[config.mk]
export PLATFORM = sky130hd
export DESIGN_NAME = conv_tile_scheduler
export DESIGN_NICKNAME = d
export VERILOG_FILES = /design/src/rtl/conv_ctrl_pkg.sv /design/src/rtl/conv_lane_addr_gen.sv /design/src/rtl/conv_tile_scheduler.sv
export SDC_FILE = /design/constraint.sdc
export NUM_CORES = 1
export LEC_CHECK = 0
export ABC_AREA = 1
export CORE_MARGIN = 2
export CORE_UTILIZATION = 30
export CTS_BUF_LIST = sky130_fd_sc_hd__clkbuf_8
export DETAILED_ROUTE_END_ITERATION = 7
export GPL_TIMING_DRIVEN = 0
export PLACE_DENSITY = 0.6
export SKIP_LAST_GASP = 1
export SYNTH_ARGS = -nofsm -noshare
export SYNTH_HDL_FRONTEND = slang
export SYNTH_SLANG_ARGS = --single-unit
[constraint.sdc]
create_clock -name clk -period 2.06 [get_ports clk]
set_clock_uncertainty 0.05 [all_clocks]
set_input_delay 0.412 -clock clk [delete_from_list [all_inputs] [get_ports clk]]
set_output_delay 0.412 -clock clk [all_outputs]
set_load 0.02 [all_outputs]
[src/rtl/conv_ctrl_pkg.sv]
// Shared types and elaboration-time helpers for the convolution tile sequencer.
// Pure declarations: no logic, no latency, no flow control.
package conv_ctrl_pkg;

    typedef enum logic [2:0] {
        ST_IDLE    = 3'd0,
        ST_WAIT    = 3'd1,
        ST_CLEAR   = 3'd2,
        ST_RUN     = 3'd3,
        ST_DRAIN   = 3'd4,
        ST_WRITE   = 3'd5,
        ST_RELEASE = 3'd6
    } state_e;

    function automatic int clog2(input int value);
        int r;
        r = 0;
        for (int v = 1; v < value; v = v * 2) begin
            r = r + 1;
        end
        return r;
    endfunction

    function automatic int ntiles(input int lenx, input int lenf, input int p);
        return (lenx - lenf + 1 + p - 1) / p;
    endfunction

endpackage

[src/rtl/conv_lane_addr_gen.sv]
// Per-lane x address clamp and lane-valid compare; purely combinational, zero latency.
// No flow control: outputs follow base/tap within the same cycle.
module conv_lane_addr_gen #(
    parameter int ADDRX = 5,
    parameter int LENX  = 32,
    parameter int SIZE  = 24,
    parameter int P     = 8
) (
    input  logic [ADDRX-1:0]          base_i,
    input  logic [ADDRX-1:0]          tap_i,
    output logic [P-1:0][ADDRX-1:0]   addr_o,
    output logic [P-1:0]              mask_o
);

    localparam logic [ADDRX:0] LAST_X = (ADDRX+1)'(LENX - 1);
    localparam logic [ADDRX:0] SIZE_W = (ADDRX+1)'(SIZE);

    for (genvar i = 0; i < P; i++) begin : g_lane
        logic [ADDRX:0] pos;
        logic [ADDRX:0] sum;

        // One extra bit so the last tile's overshoot is clamped rather than wrapped.
        assign pos = {1'b0, base_i} + (ADDRX+1)'(i);
        assign sum = pos + {1'b0, tap_i};

        assign addr_o[i] = (sum > LAST_X) ? LAST_X[ADDRX-1:0] : sum[ADDRX-1:0];
        assign mask_o[i] = (pos < SIZE_W);
    end

endmodule

[src/rtl/conv_tile_scheduler.sv]
// Walks the output vector in P-lane tiles once x is loaded; LENF+4 cycles per tile.
// Stalls only in WAIT while op_free is low; a started tile always completes.
module conv_tile_scheduler
    import conv_ctrl_pkg::*;
#(
    parameter int ADDRX = 5,
    parameter int ADDRF = 4,
    parameter int LENX  = 32,
    parameter int LENF  = 9,
    parameter int P     = 8
) (
    input  logic                     clk,
    input  logic                     reset,
    input  logic                     x_loaded,
    input  logic                     op_free,
    output logic [P-1:0][ADDRX-1:0]  m_addr_read_x,
    output logic [ADDRF-1:0]         m_addr_read_f,
    output logic                     clr_acc,
    output logic                     en_acc,
    output logic                     valid_op,
    output logic [ADDRX-1:0]         start_addr,
    output logic [P-1:0]             lane_mask,
    output logic                     x_release,
    output logic                     busy
);

    localparam int SIZE = LENX - LENF + 1;
    localparam int NT   = ntiles(LENX, LENF, P);
    localparam int KW   = (clog2(NT) < 1) ? 1 : clog2(NT);
    localparam int JW   = (clog2(LENF) < 1) ? 1 : clog2(LENF);

    localparam logic [KW-1:0] K_LAST = KW'(NT - 1);
    localparam logic [JW-1:0] J_LAST = JW'(LENF - 1);

    state_e                   state_q, state_d;
    logic [KW-1:0]            k_q, k_d;
    logic [JW-1:0]            j_q, j_d;
    logic                     en_q;
    logic [ADDRX-1:0]         base;
    logic [P-1:0][ADDRX-1:0]  lane_addr;
    logic [P-1:0]             lane_valid;

    assign base = ADDRX'(int'(k_q) * P);

    conv_lane_addr_gen #(
        .ADDRX (ADDRX),
        .LENX  (LENX),
        .SIZE  (SIZE),
        .P     (P)
    ) u_lane_addr (
        .base_i (base),
        .tap_i  (ADDRX'(j_q)),
        .addr_o (lane_addr),
        .mask_o (lane_valid)
    );

    // en_q tracks "last cycle was RUN" to line up with the 1-cycle memory read.
    always_ff @(posedge clk) begin
        if (reset) begin
            state_q <= ST_IDLE;
            k_q     <= '0;
            j_q     <= '0;
            en_q    <= 1'b0;
        end else begin
            state_q <= state_d;
            k_q     <= k_d;
            j_q     <= j_d;
            en_q    <= (state_q == ST_RUN);
        end
    end

    always_comb begin
        state_d = state_q;
        k_d     = k_q;
        j_d     = j_q;
        case (state_q)
            ST_IDLE: begin
                k_d = '0;
                if (x_loaded) state_d = ST_WAIT;
            end
            ST_WAIT: begin
                if (op_free) state_d = ST_CLEAR;
            end
            ST_CLEAR: begin
                j_d     = '0;
                state_d = ST_RUN;
            end
            ST_RUN: begin
                if (j_q == J_LAST) begin
                    state_d = ST_DRAIN;
                end else begin
                    j_d = j_q + 1'b1;
                end
            end
            ST_DRAIN: state_d = ST_WRITE;
            ST_WRITE: begin
                if (k_q == K_LAST) begin
                    state_d = ST_RELEASE;
                end else begin
                    k_d     = k_q + 1'b1;
                    state_d = ST_WAIT;
                end
            end
            ST_RELEASE: state_d = ST_IDLE;
            default:    state_d = ST_IDLE;
        endcase
    end

    always_comb begin
        m_addr_read_x = '0;
        m_addr_read_f = '0;
        clr_acc       = 1'b0;
        en_acc        = en_q;
        valid_op      = 1'b0;
        start_addr    = '0;
        lane_mask     = '0;
        x_release     = 1'b0;
        busy          = (state_q != ST_IDLE);
        case (state_q)
            ST_CLEAR: clr_acc = 1'b1;
            ST_RUN: begin
                m_addr_read_x = lane_addr;
                m_addr_read_f = ADDRF'(j_q);
            end
            ST_WRITE: begin
                valid_op   = 1'b1;
                start_addr = base;
                lane_mask  = lane_valid;
            end
            ST_RELEASE: x_release = 1'b1;
            default: ;
        endcase
    end

endmodule

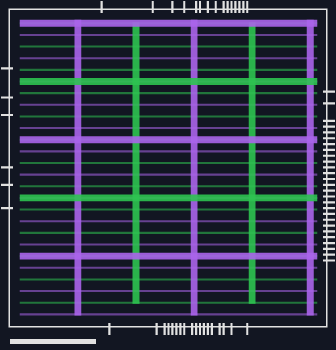
**Above:** run 1 (floorplan with the power grid).
Scale bar: 20 µm. Pins as bars on the die edge.
- purple: VSS
- green: VDD
- rows: 25
- met1 rails: 26
- met5 straps: 5
- signal pins: 66

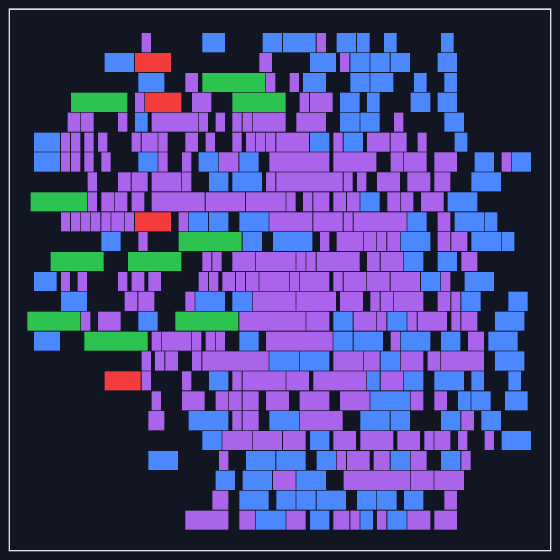
**Above:** run 1 (placed cells, one colour a class).
- blue: other buffers and delay cells (cells 118; share of their area 36%)
- red: clock drivers and dummy loads (cells 4; share of their area 1.9%)
- green: flops (cells 10; share of their area 7.7%)
- purple: all other logic (cells 220; share of their area 55%)

==> reports/results.ini, run 1 <==
[routing]
dr.pass1.iters=4
num_vias=2022
route.met3.wl_um=320
drt_iter0_markers=130
met1_length_um=2430
top_layer_used=met4
via_per_inst=4.83
ant_nets=0

[worst_setup_path]
crit_path_cell_trace=ha_4 > buf_8 > nand2_8 > buf_6 > nor2_4 > o21ai_4 > buf_6 > nand2_2 > buf_6
critPathMaxFanout=4
max_stage_delay_ps=360
timing.critical_path.mode_cell=buf_6
worst-setup-path-type=reg -> out
critPathTopFamily=buffers and inverters
reg2reg_from=j_q[1]
path_depth=9
crit_buf_inv=4
required_ps=1600
worstSetupStartpointType=register
worstRegToRegCells=10
arrival_ps=1770
crit_start=k_q[0]

[worst_hold_path]
hp-class=reg -> reg
min_path_cells=3
holdPathEnd=state_q[0]

[yosys]
top_area_share_pct=17.7
ys_seq_elements=10
ys_sh_adder_pct=11.6
common_cells=69 x nand2_1, 28 x inv_1, 27 x nor2_1
syn-cell-area_mm2=0.00146
ys_seq_share_pct=13.7
synthCells=247
top_cell=nand2_1
ys_sh_xor_pct=4.19
largest_area_cell=nand2_1
ys_sh_mux_pct=0
ys_async_sr_fraction_pct=0
ys_cells=247
area_leaders=nand2_1 18%, dfxtp_1 14%, ha_1 10%
ys_area_mm2=0.00146

[final_layout]
fin_cells=419
largest_register_ffs=4
antenna_cells=0
dominant-cell-class=combinational gates
fin_area_mm2=0.00291
seq-cell-share_pct=7.48
drive_above_1_share_pct=58.0
fillers=416
area_delta_synth_final_pct=99.1
final_layout_top_logic_cell=buf_4
logic_gates=190
nets=370
top_register=j_q
lay_top_cells=59 x buf_4, 45 x nand2_1, 29 x buf_6, 22 x nor2_1, 17 x inv_1
final-clk-cell-share_pct=1.89
n_clock_buffer=4
layout.area.seq_um2=218
design.seq.count=10

[sta]
rsz0062_at_grt=true
final.setup.tns_ps=-3210
hold_viol_final=0
worst_slack_ps=-175
finalSetupViolations=35
period_used_pct=108

[power_and_ir_drop]
p_leak_nw=1.57
p_clk_share_pct=14.9
power_leader=combinational logic
seq_power_mw=0.275
netSwitchingPower_mw=0.811
power_density_mw_per_mm2=595
ir_drop_v=0.000415
seq_power_share_pct=15.9
powerClk_mw=0.258
powerComb_mw=1.20

[clock_network]
cts-root-buf=clkbuf_8
cts.htree.levels=1
cts_hold_buf=0
clock.latency.late_pin_ps=250

[floorplanning]
die-area_mm2=0.00545
ios=66
dieHeight_um=73.8
die_x_um=73.8
core_util_floorplan_pct=31.0

[global_routing]
grt_max_degree=11
use_met3_pct=2.61
grt_pass1_wl_um=8320
overflow=0
grt_util_met2_pct=33.8
grt_use_total_pct=19.5

[placed_design]
pre_cts_ws_ps=-831
io_buffers=62
post-dp-hpwl_um=3540
gp_congestion=0.832

[run_status]
violations=negative setup slack
outcome=finished, violations left

[job]
max_cap_violations=0
warnings=37

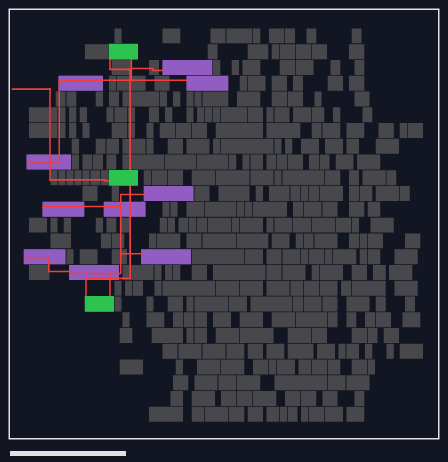
**Above:** run 1 (routed clock nets over the placement).
Scale bar: 20 µm.
- purple: flip-flops (count 10)
- green: cells driving clock nets (count 3)
- red: clock wires (length 201 µm)
- routed clock nets: 4

==> run 1 -> run 2 <==
Settings changed: CORE_UTILIZATION 30 to 43, PLACE_DENSITY 0.6 to 0.81.
==> run 2 against run 1 <==
  * Area after synthesis did not move
  * The flow still finishes with violations (negative setup slack)
  * Synthesized cell count stayed put
  * Sequential share of layout area increased by 0.38 points
  * Largest cell class unchanged
  * Worst hold slack better by 19 ps
  * Sequential power increased by 2%
==> reports/results.ini, run 2 <==
[yosys]
ys_area_mm2=0.00146
ys_seq_share_pct=13.7
ys_sh_xor_pct=4.19
ys_sh_adder_pct=11.6
top_area_share_pct=17.7
common_cells=69 x nand2_1, 28 x inv_1, 27 x nor2_1
ys_cells=247
top_cell=nand2_1
ys_seq_elements=10
ys_async_sr_fraction_pct=0
ys_sh_mux_pct=0
synthCells=247
area_leaders=nand2_1 18%, dfxtp_1 14%, ha_1 10%
ys_warn_count=0
syn-cell-area_mm2=0.00146
largest_area_cell=nand2_1

[global_routing]
grt_pass1_wl_um=9240
grt_util_met2_pct=52.3
grt_max_degree=11
use_met3_pct=3.44
grt_pass1_vias=1904
grt_use_total_pct=29.4
overflow=0

[power_and_ir_drop]
powerClk_mw=0.252
power_density_mw_per_mm2=609
powerComb_mw=1.14
ir_drop_v=0.000569
switching_share_pct=48.2
seq_power_mw=0.280
netSwitchingPower_mw=0.804
seq_power_share_pct=16.8
p_clk_share_pct=15.1
power_leader=combinational logic
p_leak_nw=1.50

[worst_setup_path]
crit_path_cell_trace=buf_6 > fa_2 > inv_2 > o21ai_2 > a21oi_2 > o21ai_1 > nand2_1 > buf_6
crit_buf_inv=3
critPathTopFamily=adder cells
crit_start=k_q[0]
path_depth=8
required_ps=1600
critPathMaxFanout=4
worstRegToRegCells=8
timing.critical_path.mode_cell=buf_6
cpMaxStageDelayCell=fa_2
worst-setup-path-type=reg -> out
max_stage_delay_ps=400
arrival_ps=1790
worstSetupStartpointType=register
reg2reg_from=state_q[1]
r2r_slack_ps=500

[final_layout]
final_layout_top_logic_cell=buf_4
seq-cell-share_pct=7.86
fin_area_mm2=0.00274
largest_register_ffs=4
layout.area.seq_um2=215
comb_share_pct=49.7
lay_top_cells=49 x buf_4, 44 x nand2_1, 29 x buf_6, 24 x nor2_1, 18 x inv_1
drive_above_1_share_pct=56.0
area_share_nonclk_buffers_pct=33.4
fillers=212
final-clk-cell-share_pct=2.01
n_clock_buffer=4
logic_gates=190
design.seq.count=10
area_delta_synth_final_pct=87.3
top_register=j_q
dominant-cell-class=combinational gates
fin_cells=389
nets=361
antenna_cells=0

[placed_design]
io_buffers=62
gp_congestion=0.899
post-dp-hpwl_um=3310
pre_cts_ws_ps=-728

[sta]
worst_slack_ps=-195
hold_viol_final=0
final.setup.tns_ps=-4040
period_used_pct=109
finalSetupViolations=36
rsz0062_at_grt=true

[routing]
via_per_inst=5.34
route.met3.wl_um=556
drt_iter0_markers=193
ant_nets=0
routed_wl_um=6740
top_layer_used=met4
dr.pass1.iters=4
met1_length_um=2590

[floorplanning]
core_util_floorplan_pct=44.2
die_x_um=62.3
ios=66
die-area_mm2=0.00388
dieHeight_um=62.3

[clock_network]
clkTransAtPathRegs_ps=50
cts_tree=done
cts.htree.levels=1
cts_hold_buf=0
cts-root-buf=clkbuf_8

[worst_hold_path]
min_path_cells=3
holdPathEnd=state_q[0]
hp-class=reg -> reg

[run_status]
outcome=finished, violations left
violations=negative setup slack

[job]
max_cap_violations=0
warnings=37

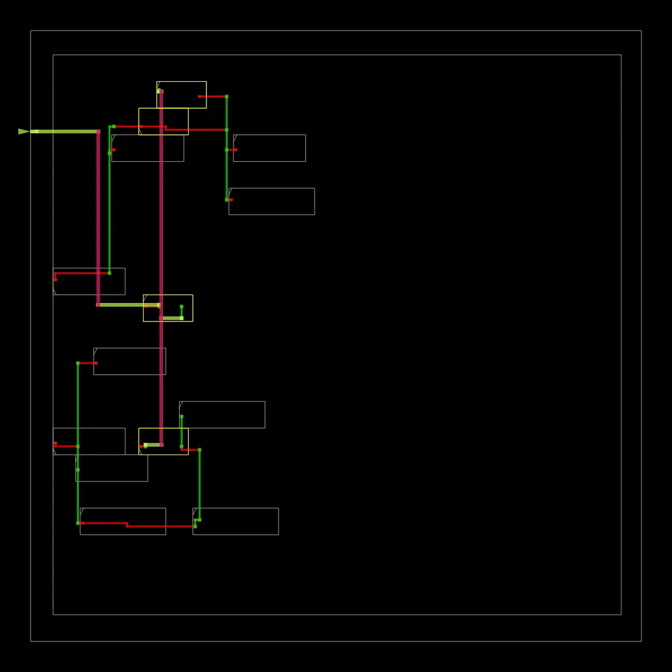
**Above:** run 2 (clock nets).
CTS sink cnt: 10
Latency at later pin: 240 ps

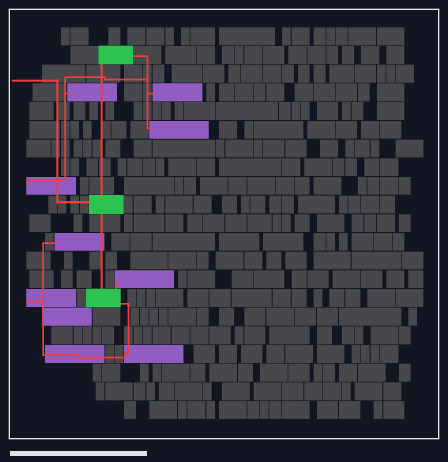
**Above:** run 2 (routed clock nets over the placement).
Scale bar: 20 µm.
- purple: flip-flops (count 10)
- red: clock wires (length 170 µm)
- green: cells driving clock nets (count 3)
- routed clock nets: 4

Power figures rest on the tool's default switching activity, not on a simulated workload.
